===== config.mk =====
export PLATFORM = sky130hd
export DESIGN_NAME = uart_rx_to_fifo
export DESIGN_NICKNAME = d
export VERILOG_FILES = /design/src/rtl/uart_bridge_pkg.sv /design/src/rtl/uart_rx_to_fifo.sv
export SDC_FILE = /design/constraint.sdc
export NUM_CORES = 1
export LEC_CHECK = 0
export ABC_AREA = 1
export ABC_CLOCK_PERIOD_IN_PS = 4000
export CORE_MARGIN = 1
export CORE_UTILIZATION = 45
export CTS_CLUSTER_SIZE = 8
export DETAILED_ROUTE_END_ITERATION = 8
export PLACE_DENSITY = 0.73
export RECOVER_POWER = 100
export SLEW_MARGIN = 25
export SYNTH_ARGS = -nofsm -noshare
export SYNTH_HDL_FRONTEND = slang
export SYNTH_SLANG_ARGS = --single-unit

===== constraint.sdc =====
create_clock -name clk -period 4 [get_ports clk]
set_input_delay 1.2 -clock clk [delete_from_list [all_inputs] [get_ports clk]]
set_output_delay 1.2 -clock clk [all_outputs]
set_load 0.005 [all_outputs]

===== src/rtl/uart_bridge_pkg.sv =====
// Shared definitions for the UART <-> command/reply FIFO bridge blocks.
// Used by uart_rx_to_fifo and uart_tx_from_fifo.
package uart_bridge_pkg;

    localparam int unsigned BYTE_W = 8;

    typedef logic [BYTE_W-1:0] byte_t;

    // Saturating increment: never exceeds max_value, never wraps.
    function automatic logic [31:0] sat_inc(input logic [31:0] value, input logic [31:0] max_value);
        return (value >= max_value) ? max_value : value + 32'd1;
    endfunction

endpackage


===== src/rtl/uart_rx_to_fifo.sv =====
// Moves bytes from uart_rx into the command FIFO through a small holding buffer,
// tracking drop/framing-error status and flagging the end of a frame after line idle.
module uart_rx_to_fifo
    import uart_bridge_pkg::*;
#(
    parameter int unsigned HOLD_DEPTH  = 4,
    parameter int unsigned CNT_W       = 8,
    parameter int unsigned IDLE_CYCLES = 1000
) (
    input  logic             clk,
    input  logic             rst,
    input  logic [7:0]       rx_data,
    input  logic             rx_valid,
    input  logic             rx_frame_err,
    input  logic             fifo_full,
    output logic             fifo_wr_en,
    output logic [7:0]       fifo_wr_data,
    output logic             frame_end,
    output logic             overflow,
    output logic [CNT_W-1:0] drop_count,
    output logic [CNT_W-1:0] err_count,
    input  logic             clear_status
);

    localparam int unsigned IDX_W  = $clog2(HOLD_DEPTH);
    localparam int unsigned PTR_W  = IDX_W + 1;
    localparam int unsigned IDLE_W = $clog2(IDLE_CYCLES + 1);

    localparam logic [CNT_W-1:0]  CNT_MAX    = '1;
    localparam logic [IDLE_W-1:0] IDLE_LIMIT = IDLE_W'(IDLE_CYCLES);

    byte_t             mem [HOLD_DEPTH];
    logic [PTR_W-1:0]  wr_ptr;
    logic [PTR_W-1:0]  rd_ptr;
    logic              buf_empty;
    logic              buf_full;
    logic              good_byte;
    logic              push;
    logic              pop;
    logic              drop;
    logic              bad_byte;
    logic              armed;
    logic [IDLE_W-1:0] idle_cnt;
    logic [CNT_W-1:0]  drop_base;
    logic [CNT_W-1:0]  err_base;

    assign buf_empty = (wr_ptr == rd_ptr);
    assign buf_full  = (wr_ptr[IDX_W-1:0] == rd_ptr[IDX_W-1:0]) && (wr_ptr[PTR_W-1] != rd_ptr[PTR_W-1]);

    assign fifo_wr_en   = !buf_empty && !fifo_full;
    assign fifo_wr_data = buf_empty ? '0 : mem[rd_ptr[IDX_W-1:0]];

    assign pop       = fifo_wr_en;
    assign good_byte = rx_valid && !rx_frame_err;
    assign bad_byte  = rx_valid && rx_frame_err;
    assign push      = good_byte && (!buf_full || pop);
    assign drop      = good_byte && buf_full && !pop;

    // A concurrent clear takes effect first, so a same-cycle event counts from zero.
    assign drop_base = clear_status ? '0 : drop_count;
    assign err_base  = clear_status ? '0 : err_count;

    always_ff @(posedge clk) begin
        if (push) begin
            mem[wr_ptr[IDX_W-1:0]] <= rx_data;
        end
    end

    always_ff @(posedge clk) begin
        if (rst) begin
            wr_ptr <= '0;
            rd_ptr <= '0;
        end else begin
            if (push) begin
                wr_ptr <= wr_ptr + PTR_W'(1);
            end
            if (pop) begin
                rd_ptr <= rd_ptr + PTR_W'(1);
            end
        end
    end

    always_ff @(posedge clk) begin
        if (rst) begin
            overflow   <= 1'b0;
            drop_count <= '0;
            err_count  <= '0;
        end else begin
            overflow   <= (overflow && !clear_status) || drop;
            drop_count <= drop ? CNT_W'(sat_inc(32'(drop_base), 32'(CNT_MAX))) : drop_base;
            err_count  <= bad_byte ? CNT_W'(sat_inc(32'(err_base), 32'(CNT_MAX))) : err_base;
        end
    end

    // idle_cnt counts cycles since the last rx_valid, the rx_valid cycle itself being 1,
    // so frame_end lands exactly IDLE_CYCLES cycles after the last byte.
    always_ff @(posedge clk) begin
        if (rst) begin
            idle_cnt  <= '0;
            armed     <= 1'b0;
            frame_end <= 1'b0;
        end else begin
            frame_end <= 1'b0;
            if (rx_valid) begin
                idle_cnt <= IDLE_W'(1);
                if (push) begin
                    armed <= 1'b1;
                end
            end else if (armed) begin
                idle_cnt <= idle_cnt + IDLE_W'(1);
                if (idle_cnt + IDLE_W'(1) == IDLE_LIMIT) begin
                    frame_end <= 1'b1;
                    armed     <= 1'b0;
                end
            end
        end
    end

endmodule

Figure 1. Supply network.
Bar = 20 µm. Pins as bars on the die edge.
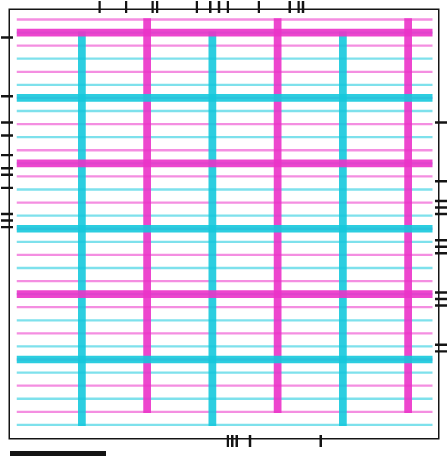
legend:
  VSS:
    colour: cyan
  VDD:
    colour: magenta
met4 straps: 6
met1 rails: 32
signal pins: 41
met5 straps: 6

Figure 2. Placed cells, one colour a class.
Bar = 20 µm.
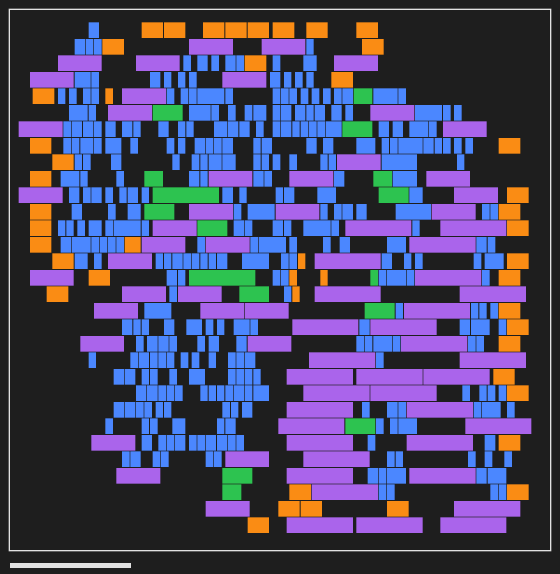
legend:
  clock drivers and dummy loads:
    colour: green
    cells: 16
    share_of_their_area: 5.6%
  other buffers and delay cells:
    colour: orange
    cells: 46
    share_of_their_area: 11%
  flip-flops:
    colour: purple
    cells: 69
    share_of_their_area: 43%
  all other logic:
    colour: blue
    cells: 341
    share_of_their_area: 41%

==> results_dict.tcl <==
# metrics dict for downstream scripts
set metrics [dict create \
    seq_area_um2 1700 \
    hp-start "overflow$_SDFF_PP0_" \
    yosysCellCount 419 \
    cts_max_path_buffers 2 \
    viasPerCell 4.96 \
    final-clk-cell-share_pct 5.43 \
    crit_family "buffers and inverters" \
    power_density_nw_per_um2 395 \
    cap_violations 0 \
    final-comb-area_um2 1390 \
    yosys.area.top_type_share_pct 28.2 \
    antenna_found_initial 0 \
    pre_cts_ws_ps 335 \
    status "finished clean" \
    cts.repair.resized 0 \
    grt_pass1_wl_um 11000 \
    p_leak_nw 1.75 \
    gpl.final_weighted_congestion 0.851 \
    critical_path.max_fanout 4 \
    syn_nets 441 \
    diodes 0 \
    die_width_um 89.0 \
    overflow 0 \
    comb_share_pct 33.9 \
    ctsHoldBuffers 0 \
    min_path_type "reg -> reg" \
    cts_buffers 9 \
    power.group.top "sequential cells" \
    critPathCapture "fifo_wr_en" \
    pg_clk_mw 0.630 \
    dr.pass1.iters 4 \
    n_clock_buffer 9 \
    fin_total_pwr_mw 1.62 \
    p_seq_mw 0.786 \
    ys_warn_count 0 \
    grtUsageMet3_pct 4.16 \
    postSynthCellCount 419 \
    dp_cells 555 \
    syn_area_um2 3410 \
    nNetsFinal 489 \
    grt_pass1_vias 2484 \
    clk_latency_ps 340 \
    dieArea_um2 7920 \
    logic_gate_count 279 \
    warnings 29 \
    buf_share_pct 10.4 \
    powerComb_mw 0.203 \
    ys_types 35 \
    gr-max-usage-layer "met2" \
    drcViolationCount 0 \
    slew_headroom_pct 64.0 \
    finalNonFillerCells 571 \
    clkTransAtPathRegs_ps 80 \
    ys_ff 69 \
    vias 2830 \
    postCtsSetupRepairBufs 0 \
    max_stage_delay_ps 580 \
    core_region_area_um2 7290 \
]
